<file path="src/rtl/astar_pkg.sv">
// Shared types and widths for the A* engine stages.
package astar_pkg;

    localparam int unsigned COORD_W        = 8;
    localparam int unsigned COST_W         = 16;
    localparam int unsigned GRID_W_DEFAULT = 20;
    localparam int unsigned GRID_H_DEFAULT = 20;

    typedef enum logic [1:0] {N, E, S, W} dir_t;

    typedef enum logic [2:0] {
        IDLE, GEN, QUERY, WAIT, EMIT, NEXT, FIN
    } ngen_state_t;

    // Fixed clockwise walk; W wraps to N but callers finish on W first.
    function automatic dir_t dir_after(input dir_t d);
        unique case (d)
            N: return E;
            E: return S;
            S: return W;
            W: return N;
        endcase
    endfunction

endpackage

</file>
<file path="src/rtl/astar_cost.sv">
// Combinational g/h/f cost for a neighbour cell, with saturation.
module astar_cost
    import astar_pkg::*;
(
    input  logic [COST_W-1:0]  cur_g,
    input  logic [COORD_W-1:0] nb_x,
    input  logic [COORD_W-1:0] nb_y,
    input  logic [COORD_W-1:0] goal_x,
    input  logic [COORD_W-1:0] goal_y,
    output logic [COST_W-1:0]  nb_g,
    output logic [COST_W-1:0]  nb_h,
    output logic [COST_W-1:0]  nb_f
);

    logic [COORD_W-1:0] dx;
    logic [COORD_W-1:0] dy;
    logic [COORD_W:0]   h_sum;
    logic [COST_W:0]    f_sum;

    always_comb begin
        dx    = (nb_x >= goal_x) ? nb_x - goal_x : goal_x - nb_x;
        dy    = (nb_y >= goal_y) ? nb_y - goal_y : goal_y - nb_y;
        h_sum = {1'b0, dx} + {1'b0, dy};
        nb_h  = COST_W'(h_sum);
        nb_g  = (cur_g == '1) ? '1 : cur_g + COST_W'(1);
        f_sum = {1'b0, nb_g} + {1'b0, nb_h};
        nb_f  = f_sum[COST_W] ? '1 : f_sum[COST_W-1:0];
    end

endmodule

</file>
<file path="src/rtl/astar_neighbor_gen.sv">
// A* neighbour generation: walks N/E/S/W of the expanded node, filters by
// grid bounds and closed-list verdict, and emits costed neighbours.
module astar_neighbor_gen
    import astar_pkg::*;
#(
    parameter int unsigned GRID_W = GRID_W_DEFAULT,
    parameter int unsigned GRID_H = GRID_H_DEFAULT
) (
    input  logic               clk,
    input  logic               rst,
    input  logic               start,
    input  logic [COORD_W-1:0] cur_x,
    input  logic [COORD_W-1:0] cur_y,
    input  logic [COST_W-1:0]  cur_g,
    input  logic [COORD_W-1:0] goal_x,
    input  logic [COORD_W-1:0] goal_y,
    output logic               busy,
    output logic               req_valid,
    input  logic               req_ready,
    output logic [COORD_W-1:0] chk_x,
    output logic [COORD_W-1:0] chk_y,
    input  logic               rsp_valid,
    input  logic               rsp_found,
    output logic               out_valid,
    input  logic               out_ready,
    output logic [COORD_W-1:0] nb_x,
    output logic [COORD_W-1:0] nb_y,
    output logic [COST_W-1:0]  nb_g,
    output logic [COST_W-1:0]  nb_h,
    output logic [COST_W-1:0]  nb_f,
    output logic               done
);

    ngen_state_t state, state_next;
    dir_t        dir;

    logic [COORD_W-1:0] x_q, y_q, gx_q, gy_q;
    logic [COST_W-1:0]  g_q;
    logic [COORD_W-1:0] cand_x, cand_y;
    logic               cand_ok;
    logic [COST_W-1:0]  cost_g, cost_h, cost_f;

    // Decrements are only taken once the bound check passes, so no wrap.
    always_comb begin
        cand_x  = x_q;
        cand_y  = y_q;
        cand_ok = 1'b0;
        unique case (dir)
            N: begin
                cand_ok = (y_q != '0);
                if (cand_ok) cand_y = y_q - COORD_W'(1);
            end
            E: begin
                cand_ok = (x_q != COORD_W'(GRID_W - 1));
                if (cand_ok) cand_x = x_q + COORD_W'(1);
            end
            S: begin
                cand_ok = (y_q != COORD_W'(GRID_H - 1));
                if (cand_ok) cand_y = y_q + COORD_W'(1);
            end
            W: begin
                cand_ok = (x_q != '0);
                if (cand_ok) cand_x = x_q - COORD_W'(1);
            end
        endcase
    end

    always_comb begin
        state_next = state;
        busy       = (state != IDLE);
        req_valid  = (state == QUERY);
        out_valid  = (state == EMIT);
        done       = (state == FIN);
        unique case (state)
            IDLE:  if (start) state_next = GEN;
            GEN: begin
                if (cand_ok)       state_next = QUERY;
                else if (dir == W) state_next = FIN;
            end
            QUERY: if (req_ready) state_next = WAIT;
            WAIT:  if (rsp_valid) state_next = rsp_found ? NEXT : EMIT;
            EMIT:  if (out_ready) state_next = NEXT;
            NEXT:  state_next = (dir == W) ? FIN : GEN;
            FIN:   state_next = IDLE;
            default: state_next = IDLE;
        endcase
    end

    always_ff @(posedge clk or posedge rst) begin
        if (rst) state <= IDLE;
        else     state <= state_next;
    end

    astar_cost u_cost (
        .cur_g  (g_q),
        .nb_x   (chk_x),
        .nb_y   (chk_y),
        .goal_x (gx_q),
        .goal_y (gy_q),
        .nb_g   (cost_g),
        .nb_h   (cost_h),
        .nb_f   (cost_f)
    );

    always_ff @(posedge clk or posedge rst) begin
        if (rst) begin
            dir   <= N;
            x_q   <= '0;
            y_q   <= '0;
            g_q   <= '0;
            gx_q  <= '0;
            gy_q  <= '0;
            chk_x <= '0;
            chk_y <= '0;
            nb_x  <= '0;
            nb_y  <= '0;
            nb_g  <= '0;
            nb_h  <= '0;
            nb_f  <= '0;
        end else begin
            unique case (state)
                IDLE: begin
                    if (start) begin
                        dir  <= N;
                        x_q  <= cur_x;
                        y_q  <= cur_y;
                        g_q  <= cur_g;
                        gx_q <= goal_x;
                        gy_q <= goal_y;
                    end
                end
                GEN: begin
                    if (cand_ok) begin
                        chk_x <= cand_x;
                        chk_y <= cand_y;
                    end else if (dir != W) begin
                        dir <= dir_after(dir);
                    end
                end
                WAIT: begin
                    if (rsp_valid && !rsp_found) begin
                        nb_x <= chk_x;
                        nb_y <= chk_y;
                        nb_g <= cost_g;
                        nb_h <= cost_h;
                        nb_f <= cost_f;
                    end
                end
                NEXT: if (dir != W) dir <= dir_after(dir);
                default: ;
            endcase
        end
    end

endmodule

</file>
<file path="config.mk">
export PLATFORM = sky130hd
export DESIGN_NAME = astar_neighbor_gen
export DESIGN_NICKNAME = d
export VERILOG_FILES = /design/src/rtl/astar_pkg.sv /design/src/rtl/astar_cost.sv /design/src/rtl/astar_neighbor_gen.sv
export SDC_FILE = /design/constraint.sdc
export NUM_CORES = 1
export LEC_CHECK = 0
export ABC_AREA = 1
export CAP_MARGIN = 20
export CORE_MARGIN = 2
export CORE_UTILIZATION = 55
export CTS_CLUSTER_SIZE = 40
export DETAILED_ROUTE_END_ITERATION = 10
export PLACE_DENSITY_LB_ADDON = 0.3
export SYNTH_ARGS = -nofsm -noshare
export SYNTH_HDL_FRONTEND = slang
export SYNTH_SLANG_ARGS = --single-unit
</file>
<file path="constraint.sdc">
create_clock -name clk -period 6.07 [get_ports clk]
set_input_delay 1.5175 -clock clk [delete_from_list [all_inputs] [get_ports clk]]
set_output_delay 1.5175 -clock clk [all_outputs]
set_load 0.01 [all_outputs]
</file>
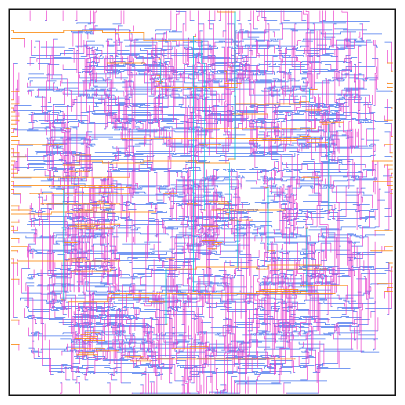
Figure 1: signal wires by layer.
(3 px per um)
layer	colour	wire length
metal 3	orange	1290 um
metal 2	magenta	10200 um
metal 1	blue	10300 um
metal 4	cyan	364 um
via count: 7810
GR Util All Layers: 28.4%
final wirelength: 22.2 mm
DR WL/cell: 15.3 um

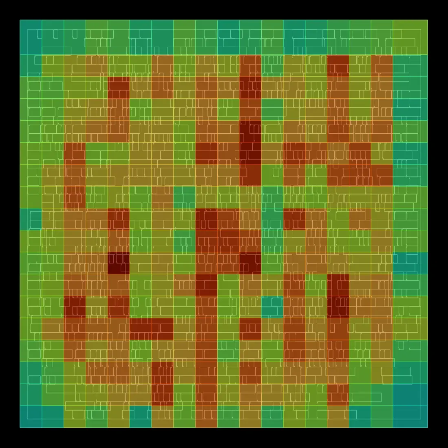
Figure 2: track usage over the die.
Util after Layout: 70.0%
GRT met1 Usage: 39.2%

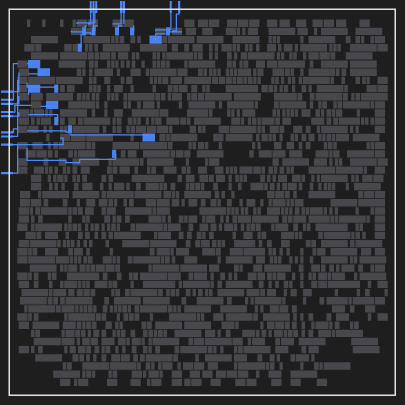
Figure 3: I/O nets highlighted.
(3 px per um)
port	colour	bits	direction	edge	end cells	buffers	wire
cur_g	blue	16	input	9 west, 7 north	16	16	304 um

==> state kept, by name (all words and copies together), names as in the netlist, 9 cells and up <==
register / count
nb_h: 9
g_q: 16
nb_f: 16
nb_g: 16
==> kinds of logic after synthesis <==
kind of cell,share of synthesized area [%]
and+or+nand+nor,24.5
AOI/OAI and AO/OA,14.5
buffers and inverters,8.85
DFF,37.2
adders and majority gates,9.97
xor gates and xnor gates,4.23
muxes,0.797
other,0.0442
==> final timing paths <==
| check | endpoint | cells past startpoint | start |
|---|---|---|---|
| worst max-delay path | nb_f[12] | 35 | chk_y[0] |
| worst min-delay path | nb_h[2] | 2 | nb_h[2] |
| worst max register to register | nb_f[12] | 35 | chk_y[0] |
| worst min register to register | nb_h[2] | 2 | nb_h[2] |
| max in group asynchronous | nb_h[5] | 3 | rst |
| min in group asynchronous | g_q[5] | 2 | rst |
==> per-layer routing <==
layer | global-route usage, % | vias up | wire length [um]
met5 | 0 | - | 0
met4 | 7.82 | 0 | 364
met3 | 7.43 | 26 | 1290
met2 | 44.4 | 231 | 10200
met1 | 39.2 | 3650 | 10300
li1 | - | 3903 | -
==> stage by stage <==
stage          utilization, %  instance area (um^2)
3_3_place_gp             65.4                  9900
5_1_grt                  70.0                 10600
4_1_cts                  69.8                 10600
2_1_floorplan               -                  8500
3_5_place_dp             65.4                  9900
6_report                 70.0                 10600
==> critical path: cells and delay by family (launching register included) <==
kind,cells,cell delay (ns)
buf+inv,6,0.63
fa+ha+maj,4,1.29
compound gates,6,0.87
flops,1,0.39
simple gates,19,1.99
==> area by class of cell <==
| class | count | share of cell area (%) |
|---|---|---|
| Tap cell | 188 | 2.22 |
| Timing Repair Buffer | 135 | 12.8 |
| Multi-Input combinational cell | 819 | 43.5 |
| Sequential cell | 126 | 29.8 |
| Inverter | 151 | 5.38 |
| Clock buffer | 18 | 4.14 |
| Clock inverter | 13 | 2.23 |
==> placed cells by master (no fill, tap or decap), types with 8 or more instances in the layout <==
cell,n
o21ai_1,14
o221ai_1,13
o21ai_0,76
inv_1,139
nand3_1,49
a21oi_1,99
clkbuf_16,17
dfrtp_1,126
nor2_1,138
xor2_1,36
nand3_2,8
clkdlybuf4s50_1,131
ha_1,58
nand4_1,14
inv_2,9
nand2_1,232
==> synth_stat cells (3+ instances only) <==
cell      number
a21o_1         4
a21oi_1       99
a31oi_1        7
buf_2         14
buf_4          8
clkbuf_1      11
dfrtp_1      126
fa_1           6
ha_1          58
inv_1        140
inv_2          9
mux2_2         6
nand2_1      233
nand2_2        7
nand3_1       49
nand3_2        8
nand4_1       14
nor2_1       138
nor2_2         4
nor2_4         3
nor3_1         6
o21ai_0       76
o21ai_1       14
o221ai_1      13
o31ai_1        3
or2_2          5
xnor2_1        5
xor2_1        36
==> impl_metrics.yaml <==
# physical design summary
sta:
  fmax_ghz: 0.190
  fin_tns_setup_ns: 0
  tightest_slew_ns: 0.957
  setup_ws_ns: 0.815
  timing.hold.ws_ns: 0.478
  hold_viol: 0
  min_period_ns: 5.26
  slew_violations: 0
  setup_viol: 0
  relSlewSlack_pct: 36.2
  clock_skew_ns: 0.00629
  rsz0062_at_grt: "false"
  timing.final.crit_share_pct: 86.6
place:
  dpl.cell_count: 1418
  globalplace.congestion: 0.948
  dp_slack_ns: 0.863
  numPortBuffers: 131
  dp_hpwl_mm: 16.5
synthesis:
  yosysTopAreaCell: "dfrtp_1"
  ys_cells: 1124
  ys_ff: 126
  synth_cells: 1124
  ys_top_cells_by_area: "dfrtp_1, nand2_1, ha_1"
  syn_area_um2: 8480
  ys_seq_share_pct: 37.2
  edf_count: 0
  ff_type: "dfrtp_1"
  synth_cell_types: 46
  avgSynthCellArea_um2: 7.55
  top_cell_area_share_pct: 37.2
  yosysWarnings: 0
  async_reset_ff_share_pct: 100
clock_network:
  cts_sinks: 126
  cts_tree: "done"
  clk_latency_ns: 0.42
  htreeDepth: 4
  root_buffer: "clkbuf_16"
  cts_hold_buf: 0
  numCtsBuffers: 17
  cts_buffer_depth: 2
  clk_pin_slew_ns: 0.06
  cts_setup_buffers: 0
  post_cts_resized: 0
finish:
  regArea_um2: 3150
  drive_gt1_share_pct: 6.74
  syn_to_final_growth_pct: 24.9
  diodes: 0
  nNetsFinal: 1369
  logic_area_um2: 4610
  fill_cells: 1313
  fin_cells: 1450
detailed_routing:
  drtIter0Drc: 421
  drcViolationCount: 0
  viasPerCell: 5.39
  antenna_left: 0
  firstDrtPassIters: 5
floorplan:
  ios: 139
  die_w_um: 128
  fp.dieArea_um2: 16400
  coreArea_um2: 15100
  dieHeight_um: 128
  fp_util_pct: 56.0
  num_rows: 45
global_route:
  antenna_found_initial: 0
  first_global_vias: 7604
  grt_remaining_overflow: 0
  grt_max_degree: 92
  grt_pass1_wl_mm: 36.9
worst_setup_path:
  max_stage_delay_ns: 0.39
  critPathRequiredTime_ns: 6.43
  worst-setup-path-type: "register to register"
  rrSetupSlack_ns: 0.81
  worst_setup_path_end_kind: "register"
  critical_path.most_common_cell: "nand2_1"
  cp-start-kind: "register"
  arrival_ns: 5.61
  cpMaxStageDelayCell: "dfrtp_1"
flow_run:
  openroad.warnings: 47
  maxCapViolCount: 0
status:
  status: "complete, no violations"
worst_hold_path:
  hold_class: "register to register"
